Run 1, supply network:
Bar = 10 um. Pins as bars on the die edge. Tap cells in gray.
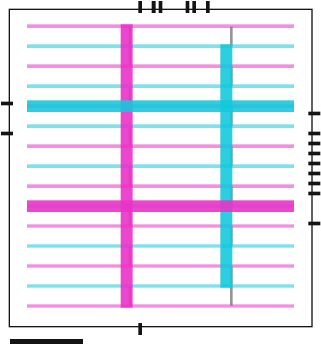
Run 1, placement by cell class:
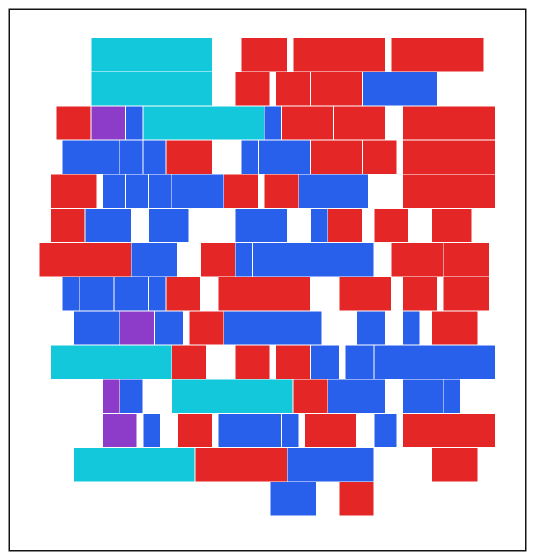
Run 1, clock network drawn from the DEF:
Bar = 10 um.
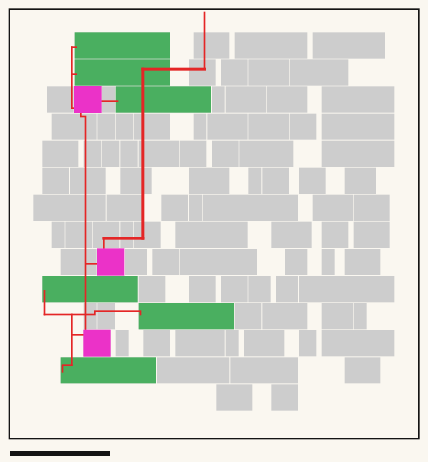
Run 1, metal layers overlaid:
Bar = 10 um. Only two layers are drawn.
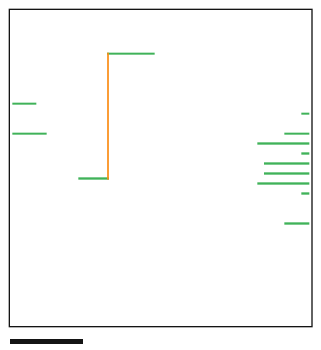
==> src/rtl/arbiter_matrix_pkt.sv <==
// Matrix (least-recently-served) arbiter with packet locking.
// A multi-flit winner holds the output until its tail is accepted.
module arbiter_matrix_pkt #(
  parameter int NUM_REQS = 3,
  localparam int ID_W = (NUM_REQS > 1) ? $clog2(NUM_REQS) : 1
) (
  input  logic                clk,
  input  logic                reset,
  input  logic [NUM_REQS-1:0] requests,
  input  logic [NUM_REQS-1:0] tails,
  input  logic                ready,
  output logic [NUM_REQS-1:0] grants,
  output logic                grant_valid,
  output logic [ID_W-1:0]     grant_id,
  output logic                locked,
  output logic [ID_W-1:0]     owner_id
);

  logic                r_locked;
  logic [ID_W-1:0]     r_owner;
  logic [NUM_REQS-1:0] w_unl;
  logic [NUM_REQS-1:0] w_lck;
  logic [NUM_REQS-1:0] w_gnt;
  logic [ID_W-1:0]     w_gid;
  logic                w_accept;
  logic                w_tail;
  logic                w_upd;
  logic [NUM_REQS-1:0] w_msk [ID_W];

  generate
    if (NUM_REQS == 1) begin : g_one
      assign w_unl = requests;
    end else begin : g_mat
      localparam int TRI = NUM_REQS * (NUM_REQS - 1) / 2;
      // r_tri holds w[a][b] for a<b; the lower half is its complement.
      logic [TRI-1:0]      r_tri;
      logic [TRI-1:0]      w_nxt;
      logic [NUM_REQS-1:0] w_col [NUM_REQS];

      for (genvar i = 0; i < NUM_REQS; i++) begin : g_i
        for (genvar j = 0; j < NUM_REQS; j++) begin : g_j
          if (j < i) begin : g_lo
            localparam int K = j*NUM_REQS - (j*(j+1))/2 + (i-j-1);
            assign w_col[i][j] = r_tri[K];
          end else if (j > i) begin : g_hi
            localparam int K = i*NUM_REQS - (i*(i+1))/2 + (j-i-1);
            assign w_col[i][j] = ~r_tri[K];
            assign w_nxt[K] = w_gnt[j] ? 1'b1 :
                              w_gnt[i] ? 1'b0 : r_tri[K];
          end else begin : g_dg
            assign w_col[i][j] = 1'b0;
          end
        end
        assign w_unl[i] = requests[i] & ~|(requests & w_col[i]);
      end

      // Winner of a completed packet drops to lowest priority.
      always_ff @(posedge clk or negedge reset) begin
        if (!reset) begin
          r_tri <= '1;
        end else if (w_upd) begin
          r_tri <= w_nxt;
        end
      end
    end
  endgenerate

  for (genvar i = 0; i < NUM_REQS; i++) begin : g_lck
    assign w_lck[i] = requests[i] & (r_owner == ID_W'(i));
  end

  for (genvar k = 0; k < ID_W; k++) begin : g_id
    for (genvar i = 0; i < NUM_REQS; i++) begin : g_m
      assign w_msk[k][i] = ((i >> k) & 1) == 1;
    end
    assign w_gid[k] = |(w_gnt & w_msk[k]);
  end

  // Grant source: owner while locked, matrix otherwise; gated by reset.
  always_comb begin
    w_gnt = '0;
    if (reset) begin
      w_gnt = r_locked ? w_lck : w_unl;
    end
  end

  assign w_accept = (|w_gnt) & ready;
  assign w_tail   = |(w_gnt & tails);
  assign w_upd    = w_accept & w_tail;

  // Lock on an accepted non-tail flit, release on an accepted tail.
  always_ff @(posedge clk or negedge reset) begin
    if (!reset) begin
      r_locked <= 1'b0;
      r_owner  <= '0;
    end else if (w_accept) begin
      if (w_tail) begin
        r_locked <= 1'b0;
        r_owner  <= '0;
      end else begin
        r_locked <= 1'b1;
        r_owner  <= w_gid;
      end
    end
  end

  assign grants      = w_gnt;
  assign grant_valid = |w_gnt;
  assign grant_id    = w_gid;
  assign locked      = r_locked;
  assign owner_id    = r_owner;

  a_onehot: assert property (@(posedge clk) disable iff (!reset)
    $onehot0(grants));
  a_subset: assert property (@(posedge clk) disable iff (!reset)
    (grants & ~requests) == '0);
  a_owner: assert property (@(posedge clk) disable iff (!reset)
    !locked |-> owner_id == '0);

endmodule
==> config.mk <==
export PLATFORM = sky130hd
export DESIGN_NAME = arbiter_matrix_pkt
export DESIGN_NICKNAME = d
export VERILOG_FILES = /design/src/rtl/arbiter_matrix_pkt.sv
export SDC_FILE = /design/constraint.sdc
export NUM_CORES = 1
export LEC_CHECK = 0
export ABC_CLOCK_PERIOD_IN_PS = 1700
export CORE_AREA = 2 2 39 41
export DETAILED_ROUTE_END_ITERATION = 8
export DIE_AREA = 0 0 41 43
export PLACE_DENSITY = 0.65
export SLEW_MARGIN = 20
export SYNTH_ARGS = -nofsm -noshare
export SYNTH_HDL_FRONTEND = slang
export SYNTH_SLANG_ARGS = --single-unit
==> constraint.sdc <==
create_clock -name clk -period 1.7 [get_ports clk]
set_clock_uncertainty 0.15 [all_clocks]
set_input_delay 0.425 -clock clk [delete_from_list [all_inputs] [get_ports clk]]
set_output_delay 0.425 -clock clk [all_outputs]
set_load 0.05 [all_outputs]
==> qor.yml, run 1 <==
edf_count: 0
grt_antenna_before_repair: 0
r2r-end: "g_mat.r_tri[0]"
post_synth_instance_area_sq_um: 439
violations: "setup timing"
drt-initial-drc-count: 3
synth_warnings: 0
power.internal_mw: 0.792
status: "complete, but fails checks"
die_footprint_sq_um: 1760
powerDensity_nw_per_um2: 1300
vias_per_cell: 4.99
die-width_um: 41
tritoncts_clock_tree: "done"
critical_path.startpoint: "requests[1]"
post_cts_hold_buffer_count: 0
core_area_sq_um: 1380
grt_start_max_net_pins: 6
cts.root.buffer_cell: "sky130_fd_sc_hd__clkbuf_4"
flip_flop_and_latch_count_after_synthesis: 6
gate_count_post_synth: 50
worst_slack_ns: -0.522
vdd_drop_max_mv: 0.764
timing.max_cap.violations: 0
finish.net_count: 105
hold_viol_final: 0
grt_overflow_total: 0
setup_viol: 12
htreeDepth: 1
synth.net_count: 59
About 'supply network':
legend:
  cyan:
    net: VDD
  magenta:
    net: VSS
tap cells: 16
signal pins: 18

About 'placement by cell class':
legend:
  purple:
    class: clock drivers and dummy loads
    cells: 4
    share_of_their_area: 2.5%
  red:
    class: remaining buffers and delay cells
    cells: 43
    share_of_their_area: 46%
  blue:
    class: combinational and other logic
    cells: 42
    share_of_their_area: 36%
  cyan:
    class: sequential cells
    cells: 6
    share_of_their_area: 15%

About 'clock network drawn from the DEF':
legend:
  red:
    item: clock wires
    length: 96.4 um
  green:
    item: flip-flops
    count: 6
  magenta:
    item: clock drivers
    count: 3
routed clock nets: 4

About 'metal layers overlaid':
legend:
  orange:
    layer: metal 4
    wire_length: 17.0 um
  green:
    layer: metal 3
    wire_length: 51.5 um
routed wire length: 1550 um
mean routed wirelength per cell: 14.0 um
global-route usage over all layers: 0.220
Vias: 554

[run 1: power by group through the flow]
stage | sequential [mW] | combinational, mW | clock (mW)
6_report | 0.235 | 0.993 | 0.139
5_1_grt | 0.242 | 1.04 | 0.155
4_1_cts | 0.234 | 0.975 | 0.145
3_5_place_dp | 0.243 | 0.822 | 0
3_3_place_gp | 0.242 | 0.813 | 0
2_1_floorplan | 0.327 | 0.320 | 0
[run 1: worst min path at each step]
stage / endpoint / slack (ns) / cells past startpoint
floorplan: locked / -0.02 / 0
CTS: owner_id[0] / 0.09 / 2
global placement: g_mat.r_tri[0] / 0.34 / 2
global route: locked / 0.12 / 2
finish: owner_id[0] / 0.12 / 2
detailed placement: g_mat.r_tri[0] / 0.34 / 2
[run 1: critical path, cell delays in order]
cell,delay (ns)
sky130_fd_sc_hd__clkdlybuf4s15_1,0.25
sky130_fd_sc_hd__inv_1,0.10
sky130_fd_sc_hd__o221ai_4,0.23
sky130_fd_sc_hd__a21boi_4,0.09
sky130_fd_sc_hd__or3_4,0.39
sky130_fd_sc_hd__buf_12,0.16
[run 1: cells in the mapped netlist, types with 2 or more instances]
cell type / instances
sky130_fd_sc_hd__nand2_1: 7
sky130_fd_sc_hd__inv_1: 6
sky130_fd_sc_hd__dfrtp_1: 3
sky130_fd_sc_hd__dfstp_2: 3
sky130_fd_sc_hd__nor3_1: 3
sky130_fd_sc_hd__a21oi_1: 2
sky130_fd_sc_hd__and3_1: 2
sky130_fd_sc_hd__and3b_1: 2
sky130_fd_sc_hd__buf_4: 2
sky130_fd_sc_hd__o21ai_0: 2
sky130_fd_sc_hd__o221ai_2: 2
[run 1: stage by stage]
step / TNS [ns] / power [mW] / hold slack, ns / instance area [sq um] / util
after floorplan: -2.45 / 0.647 / -0.0206 / 472 / -
after global placement: -7.27 / 1.05 / 0.340 / 868 / 0.627
after detailed placement: -7.47 / 1.07 / 0.340 / 868 / 0.627
after CTS: -3.30 / 1.35 / 0.0862 / 1030 / 0.748
after global routing: -4.45 / 1.44 / 0.125 / 1050 / 0.762
final: -3.64 / 1.37 / 0.124 / 1050 / 0.762
[run 1: routing by layer]
metal / up-vias / share of wire / GRT usage
li1: 270 / - / -
met3: 2 / 0.033 / 0.0157
met5: - / 0 / 0
met4: 0 / 0.011 / 0.120
met2: 13 / 0.55 / 0.363
met1: 269 / 0.41 / 0.265
[run 1: registers in the layout (all words and copies together), names as in the netlist]
signal       cells
owner_id         2
locked           1
g_mat.r_tri      3
[run 1: cell type report]
type	instances	area [sq um]
well taps	16	20.0
inverters	6	22.5
fillers	97	329
repair buffers	43	480
flip-flops and latches	6	158
clock buffers	4	26.3
multi-input cells	36	348
[run 1: timing repair]
item,CTS,global route
hold endpoints to repair,0,0
resized,25,3
pin swaps,11,3
buffers inserted,7,1
setup endpoints to repair,12,12
gates cloned,0,0
[run 1: cell families after synthesis]
kind of cell           share of synthesized area
and+or+nand+nor                            0.256
DFF                                        0.350
muxes                                     0.0228
AOI/OAI and AO/OA                          0.285
buffers and inverters                     0.0855
Run 1, clock nets:
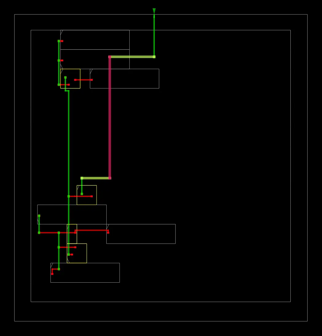

--- run 2 (diff from run 1) ---
--- a/config.mk
+++ b/config.mk
@@ -9,6 +9,7 @@
 export CORE_AREA = 2 2 39 41
 export DETAILED_ROUTE_END_ITERATION = 8
 export DIE_AREA = 0 0 41 43
+export MAX_ROUTING_LAYER = met4
 export PLACE_DENSITY = 0.65
 export SLEW_MARGIN = 20
 export SYNTH_ARGS = -nofsm -noshare
Run 2, clock nets:
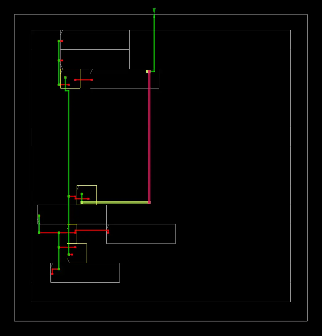
insertion delay at the late pin of the worst-skew pair: 0.24 ns
clock distribution power: 0.139 mW
number of clock buffers inserted by TritonCTS: 3
clock tree buffer count of the final layout: 4

Run 2, placement by cell class:
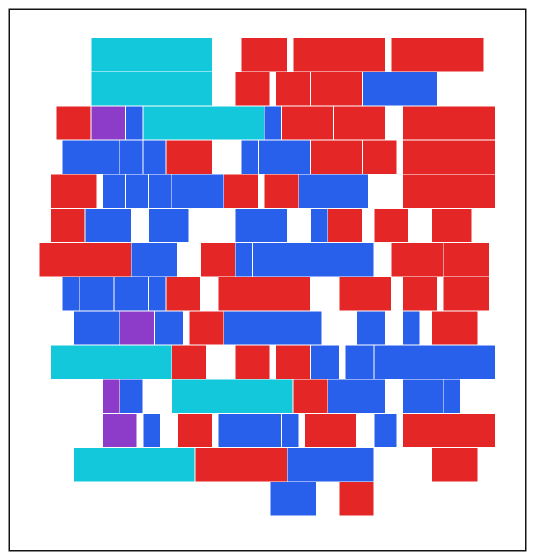
legend:
  cyan:
    class: sequential cells
    cells: 6
    share_of_their_area: 15%
  blue:
    class: combinational and other logic
    cells: 42
    share_of_their_area: 36%
  purple:
    class: clock drivers and dummy loads
    cells: 4
    share_of_their_area: 2.5%
  red:
    class: remaining buffers and delay cells
    cells: 43
    share_of_their_area: 46%
final core utilization: 0.762
finished layout cell area: 1050 sq um
site row count: 14
area of the placeable core: 1380 sq um

==> qor.yml, run 2 <==
vias_per_cell: 5.04  # +0.90%
powerDensity_nw_per_um2: 1300  # about the same
die_footprint_sq_um: 1760  # unchanged
netlist_top_cells_count: "7 x sky130_fd_sc_hd__nand2_1, 6 x sky130_fd_sc_hd__inv_1, 3 x sky130_fd_sc_hd__dfrtp_1, 3 x sky130_fd_sc_hd__dfstp_2, 3 x sky130_fd_sc_hd__nor3_1"
die-width_um: 41  # unchanged
htreeDepth: 1  # unchanged
totalWireLength_um: 1550  # about the same
timing.max_cap.violations: 0  # unchanged
flip_flop_and_latch_count_after_synthesis: 6  # unchanged
gate_count_post_synth: 50  # unchanged
register_with_the_highest_flop_count: "g_mat.r_tri"
cp_slowest_cell: "sky130_fd_sc_hd__or3_4"
power.total_mw: 1.37  # about the same
finish.net_count: 105  # unchanged
synth.net_count: 59  # unchanged
cpPeakStageDelay_ns: 0.39  # about the same
status: "complete, but fails checks"
setup_viol: 12  # unchanged
worst_slack_ns: -0.522  # -0.0000680 ns
violations: "setup timing"
synth_warnings: 0  # unchanged
Run 2, clock network drawn from the DEF:
Bar = 10 um.
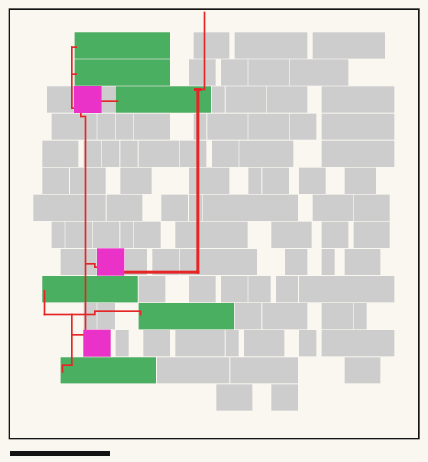
share of total power in the clock network: 0.102

run 2: cell counts after synthesis:
Identical to the previous run, type by type.
run 2: critical path, delay by kind of cell:
kind / cells / cell delay, ns
buffers and inverters: 3 / 0.51
AND/OR/NAND/NOR: 1 / 0.39
AND-OR/OR-AND: 2 / 0.32
run 2: what timing repair did:
item,CTS,global route
hold buffers,0,0
resized,25,3
setup buffers,7,1
endpoints found under the setup margin,12,12
pin swaps,11,3
run 2: routing by layer:
layer / vias to the layer above / GRT usage / wire length (um)
li1: 270 / - / -
met1: 274 / 0.265 / 626
met2: 13 / 0.363 / 854
met3: 2 / 0.0157 / 50
met4: 0 / 0.120 / 18
met5: - / - / 0
run 2: stage by stage:
step           cell area (sq um)  hold WS [ns]   util
6_report                    1050         0.124  0.762
5_1_grt                     1050         0.125  0.762
4_1_cts                     1030        0.0862  0.748
3_5_place_dp                 868         0.340  0.627
3_3_place_gp                 868         0.340  0.627
2_1_floorplan                472       -0.0206      -
run 2: area by class of cell:
class	count	area, sq um
timing repair buffer	43	480
sequential	6	158
fill	97	329
tap	16	20.0
multi-input combinational	36	348
inverter	6	22.5
clock buffer	4	26.3
run 2: power groups by stage:
stage | registers, mW | clock network (mW) | logic, mW
floorplan | 0.327 | 0 | 0.320
CTS | 0.234 | 0.145 | 0.975
global route | 0.242 | 0.155 | 1.04
global placement | 0.242 | 0 | 0.813
finish | 0.235 | 0.139 | 0.993
detailed placement | 0.243 | 0 | 0.822
run 2: cells by family (layout without fill, tap and decap cells):
kind of cell	count (synthesis)	after routing	synth area share
AND/OR/NAND/NOR	20	20	0.256
AND-OR/OR-AND	15	15	0.285
buffers and inverters	8	53	0.0855
flip-flops	6	6	0.350
multiplexers	1	1	0.0228
run 2: worst max-delay path by stage:
stage	start	end	slack, ns	cells after the start
2_1_floorplan	owner_id[1]	grant_valid	-0.46	4
3_3_place_gp	requests[1]	grant_valid	-0.78	6
3_5_place_dp	requests[1]	grant_valid	-0.80	6
4_1_cts	locked	grant_valid	-0.50	5
5_1_grt	g_mat.r_tri[1]	grant_valid	-0.56	5
6_report	requests[1]	grant_valid	-0.52	6
Power and IR drop assume default switching activity.
